File: src/rtl/mux_sched_pkg.sv
// Shared scheduler types: FSM state, requester indices, round-robin pick helper.
package mux_sched_pkg;
  typedef enum logic {IDLE = 1'b0, GRANT = 1'b1} state_t;

  localparam logic [1:0] REQ_A = 2'd0;
  localparam logic [1:0] REQ_B = 2'd1;
  localparam logic [1:0] REQ_C = 2'd2;
  localparam logic [1:0] REQ_D = 2'd3;

  // First set bit searching last+1, last+2, last+3, last (mod 4).
  // The loop runs from the far end so the nearest hit wins.
  function automatic logic [1:0] rr_pick(input logic [3:0] req, input logic [1:0] last);
    logic [1:0] idx;
    rr_pick = last;
    for (int k = 4; k >= 1; k--) begin
      idx = last + 2'(k);
      if (req[idx]) rr_pick = idx;
    end
  endfunction
endpackage

File: src/rtl/mux_rr_scheduler_mux4.sv
// Plain 4:1 data selector used as the scheduler's datapath mux.
module mux_rr_scheduler_mux4 #(
  parameter int W = 4
) (
  input  logic [1:0]   sel,
  input  logic [W-1:0] a,
  input  logic [W-1:0] b,
  input  logic [W-1:0] c,
  input  logic [W-1:0] d,
  output logic [W-1:0] y
);
  always_comb begin
    unique case (sel)
      2'd0:    y = a;
      2'd1:    y = b;
      2'd2:    y = c;
      default: y = d;
    endcase
  end
endmodule

File: src/rtl/mux_rr_scheduler.sv
// Round-robin 4-requester scheduler with per-grant hold limit and a
// single-entry valid/ready output register.
module mux_rr_scheduler
  import mux_sched_pkg::*;
#(
  parameter int DATA_W   = 4,
  parameter int MAX_HOLD = 4
) (
  input  logic              clk,
  input  logic              rst,
  input  logic [3:0]        req,
  input  logic [DATA_W-1:0] a,
  input  logic [DATA_W-1:0] b,
  input  logic [DATA_W-1:0] c,
  input  logic [DATA_W-1:0] d,
  input  logic              ready,
  output logic [3:0]        gnt,
  output logic [1:0]        sel,
  output logic [DATA_W-1:0] y,
  output logic              valid
);
  localparam logic [3:0] HOLD = 4'(MAX_HOLD);

  state_t            state;
  logic [1:0]        last;
  logic [3:0]        cnt;
  logic [DATA_W-1:0] mux_y;
  logic [1:0]        pick;
  logic              slot_free;

  assign slot_free = !valid || ready;
  assign pick      = rr_pick(req, last);

  mux_rr_scheduler_mux4 #(.W(DATA_W)) u_mux (
    .sel(sel), .a(a), .b(b), .c(c), .d(d), .y(mux_y)
  );

  always_ff @(posedge clk) begin
    if (rst) begin
      state <= IDLE;
      gnt   <= 4'b0;
      sel   <= REQ_A;
      y     <= '0;
      valid <= 1'b0;
      cnt   <= 4'd0;
      last  <= REQ_D;
    end else begin
      case (state)
        IDLE: begin
          if (valid && ready) valid <= 1'b0;
          if (|req) begin
            sel   <= pick;
            gnt   <= 4'b1 << pick;
            cnt   <= 4'd0;
            state <= GRANT;
          end
        end
        GRANT: begin
          if (req[sel]) begin
            // A stalled slot holds y/valid/cnt untouched.
            if (slot_free) begin
              y     <= mux_y;
              valid <= 1'b1;
              cnt   <= cnt + 4'd1;
              if (4'(cnt + 4'd1) == HOLD) begin
                state <= IDLE;
                gnt   <= 4'b0;
                last  <= sel;
              end
            end
          end else begin
            if (valid && ready) valid <= 1'b0;
            state <= IDLE;
            gnt   <= 4'b0;
            last  <= sel;
          end
        end
        default: state <= IDLE;
      endcase
    end
  end
endmodule

File: config.mk
export PLATFORM = sky130hd
export DESIGN_NAME = mux_rr_scheduler
export DESIGN_NICKNAME = d
export VERILOG_FILES = /design/src/rtl/mux_sched_pkg.sv /design/src/rtl/mux_rr_scheduler_mux4.sv /design/src/rtl/mux_rr_scheduler.sv
export SDC_FILE = /design/constraint.sdc
export NUM_CORES = 1
export LEC_CHECK = 0
export ABC_AREA = 1
export CAP_MARGIN = 10
export CORE_ASPECT_RATIO = 0.75
export CORE_UTILIZATION = 43
export DETAILED_ROUTE_END_ITERATION = 8
export GPL_TIMING_DRIVEN = 0
export PLACE_DENSITY_LB_ADDON = 0.25
export RECOVER_POWER = 25
export SLEW_MARGIN = 20
export SYNTH_ARGS = -nofsm -noshare
export SYNTH_HDL_FRONTEND = slang
export SYNTH_SLANG_ARGS = --single-unit
File: constraint.sdc
create_clock -name clk -period 1.35 [get_ports clk]
set_input_delay 0.2025 -clock clk [delete_from_list [all_inputs] [get_ports clk]]
set_output_delay 0.2025 -clock clk [all_outputs]
set_load 0.02 [all_outputs]
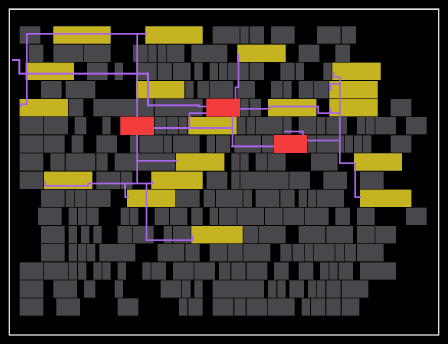
(images/clk_routes.png)
[purple] clock wires | length: 236 microns
[yellow] flip-flops | count: 18
[red] clock drivers | count: 3
routed clock nets: 4
Worst Clk Skew: 0.00386 ns
Clk power: 383 uW
clock network latency to the later pin of the worst-skew pair: 0.25 ns
clock group share of total power: 14.2%

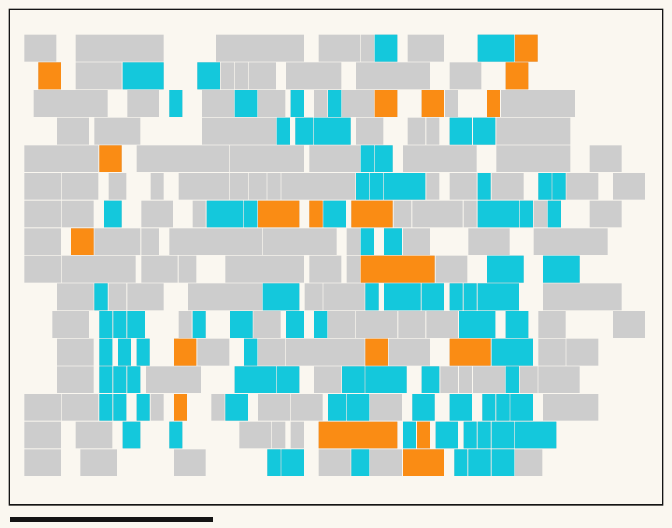
(images/logic_types.png)
The bar under the picture is 20 microns long.
| colour | family | cells | most used |
|---|---|---|---|
| cyan | NAND gates | 88 | nand2_1 |
| orange | NOR gates | 19 | nor2_2 |
combinational share of cell area: 46.4%
most numerous logic cell after layout: nand2_1
Post-Layout Cell Count: 268

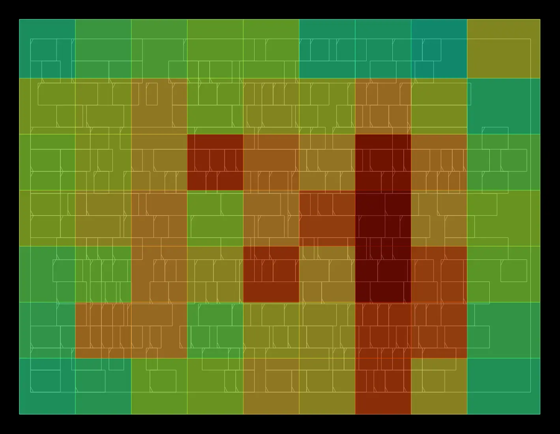
(images/congestion.png)
gr usage total: 22.4%
final core utilization: 74.0%
met1 usage: 24.8%
busiest grt layer: met2
wire length per cell: 13.7 microns

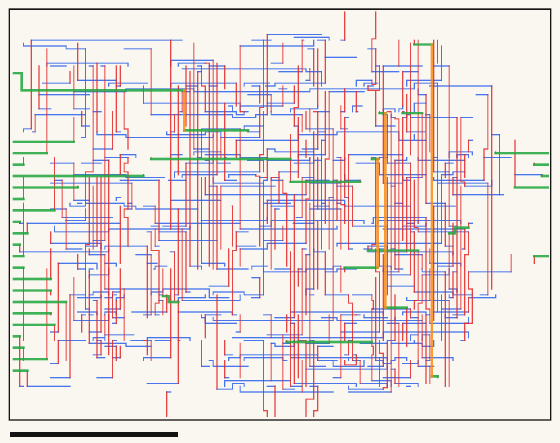
(images/wires.png)
The bar under the picture is 20 microns long.
| colour | layer | wire length |
|---|---|---|
| green | metal 3 | 181 microns |
| orange | metal 4 | 80.2 microns |
| blue | metal 1 | 1430 microns |
| red | metal 2 | 1980 microns |
Vias: 1385
WL final: 3670 microns

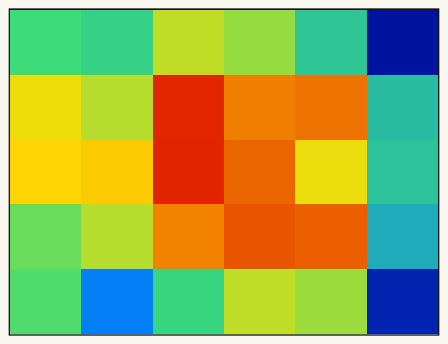
(images/cell_density.png)
6 x 5 tiles, from dark blue (low) to red (high), 0 to 100% covered.
mean over tiles: 62%
tiles over 75% full: 33%
densest ninth of the die: centre
emptiest ninth of the die: upper right
core area: 2680 sq um
FP Util: 46.5%

==> results_dict.tcl <==
# place-and-route summary
set metrics [dict create \
    status "complete, but fails checks" \
    violations "setup timing" \
    antenna_found_initial 0 \
    setup_ws_ns -0.230 \
    ant_nets 0 \
    avgSynthCellArea_sq_um 6.97 \
    async_flop_share_pct 0 \
    r2r_slack_ns -0.23 \
    path_max_fanout 6 \
    hold_class "reg2reg" \
    finalSetupViolations 15 \
    regToRegEndpoint "gnt[0]$_SDFFE_PP0P_" \
    cts_made_buffers 3 \
    min_path_cells 2 \
    critPathLaunch "last[0]$_SDFFE_PP1P_" \
    switching_share_pct 43.4 \
    dominant_cells "logic gates" \
    clock_path_buffers 2 \
    diodes 0 \
    top_cell "nand2_1" \
    grt_pass1_vias 1316 \
    slew_viol_final 0 \
    p_comb_mw 1.61 \
    arrival_ns 1.76 \
    vdd_ir_drop_max_v 0.000919 \
    post_dp_cell_area_sq_um 1650 \
    cellInternalPower_mw 1.52 \
    flop_cell "dfxtp_1" \
    layout.nets 258 \
    whs_ns 0.480 \
    worst_r2r_path_depth 12 \
    crit_required_ns 1.53 \
    regArea_sq_um 372 \
    syn_nets 204 \
    grt_overflow 0 \
    pre_cts_slack_ns -0.393 \
    crit_path_frequent_cell "nand2_2" \
    crit_path_start_kind "flop" \
    ys_types 27 \
    seq-cell-share_pct 18.7 \
    rows 16 \
    power_density_nw_per_um2 1360 \
    area_leaders "dfxtp_1, nand2_1, nand3_1" \
    ctsHoldBuffers 0 \
    buf_share_pct 26.5 \
    grt_pass1_wl_microns 5480 \
    io_buffers 33 \
    n_all_buffers 54 \
    ctsResizeCount 24 \
    layout_top_cells "nand2_1, nand2_2, clkdlybuf4s50_1" \
    synth.cell_area_sq_um 1250 \
    drcViolationCount 0 \
    dp_cells 248 \
    n_fill_cell 211 \
    areaGrowthSynthToFinish_pct 59.2 \
    yosysWarnings 0 \
    chipHeight_microns 48.6 \
    critPathCaptureType "flop" \
    p_leak_nw 0.885 \
    path_cells "buf_6 > buf_6 > nand2_2 > nand2_2 > nand2_1 > nand2_1 > nand2_2 > nand2_1 > nand2_2 > nand2_4 > nand3_2 > a21oi_2" \
    cp_slowest_stage_delay_ns 0.32 \
    chipArea_sq_um 3120 \
    numSynthFlops 18 \
    grt_max_degree 11 \
    power_leader "combinational cells" \
    regToRegStartpoint "last[0]$_SDFFE_PP1P_" \
    nFlopsAndLatches 18 \
    finalCritPeriodShare_pct 117 \
    worstHoldEndpoint "gnt[2]$_SDFFE_PP0P_" \
    rsz0062_at_grt "yes" \
    ys_cells 179 \
    area_share_clock_buf_inv_pct 2.27 \
    tns_ns -1.57 \
    io_pins 34 \
    htreeDepth 1 \
    edf_count 0 \
    postSynthCellCount 179 \
    drt-initial-drc-count 47 \
    viasPerCell 5.17 \
    seq_cell_power_uw 703 \
    seqPwrFrac_pct 26.1 \
    p_sw_mw 1.17 \
    cts_setup_buffers 5 \
    critPathKind "reg2reg" \
]
==> worst max-delay path: cells and delay by family, from the launching register on <==
family / cells / cell delay [ns]
flip-flops: 1 / 0.32
AND/OR/NAND/NOR: 9 / 0.76
AND-OR/OR-AND: 1 / 0.18
buffers and inverters: 2 / 0.24
==> cells by family after synthesis <==
logic type               Yosys count  synth area share, %
AND-OR/OR-AND                     28                 15.2
adder cells (fa/ha/maj)            2                 2.01
buffers and inverters             24                 10.2
flip-flops                        18                 28.9
AND/OR/NAND/NOR                  107                 43.6
==> metal layers <==
metal  part of all wire (%)  track usage (%)  vias to the layer above
met3                    4.9             6.13                        8
met4                    2.2             3.70                        0
met1                     39             24.8                      643
met2                     54             42.9                       47
met5                      0                0                        -
li1                       -                -                      687
No activity file was given, so power comes from the tool's default toggle rates.
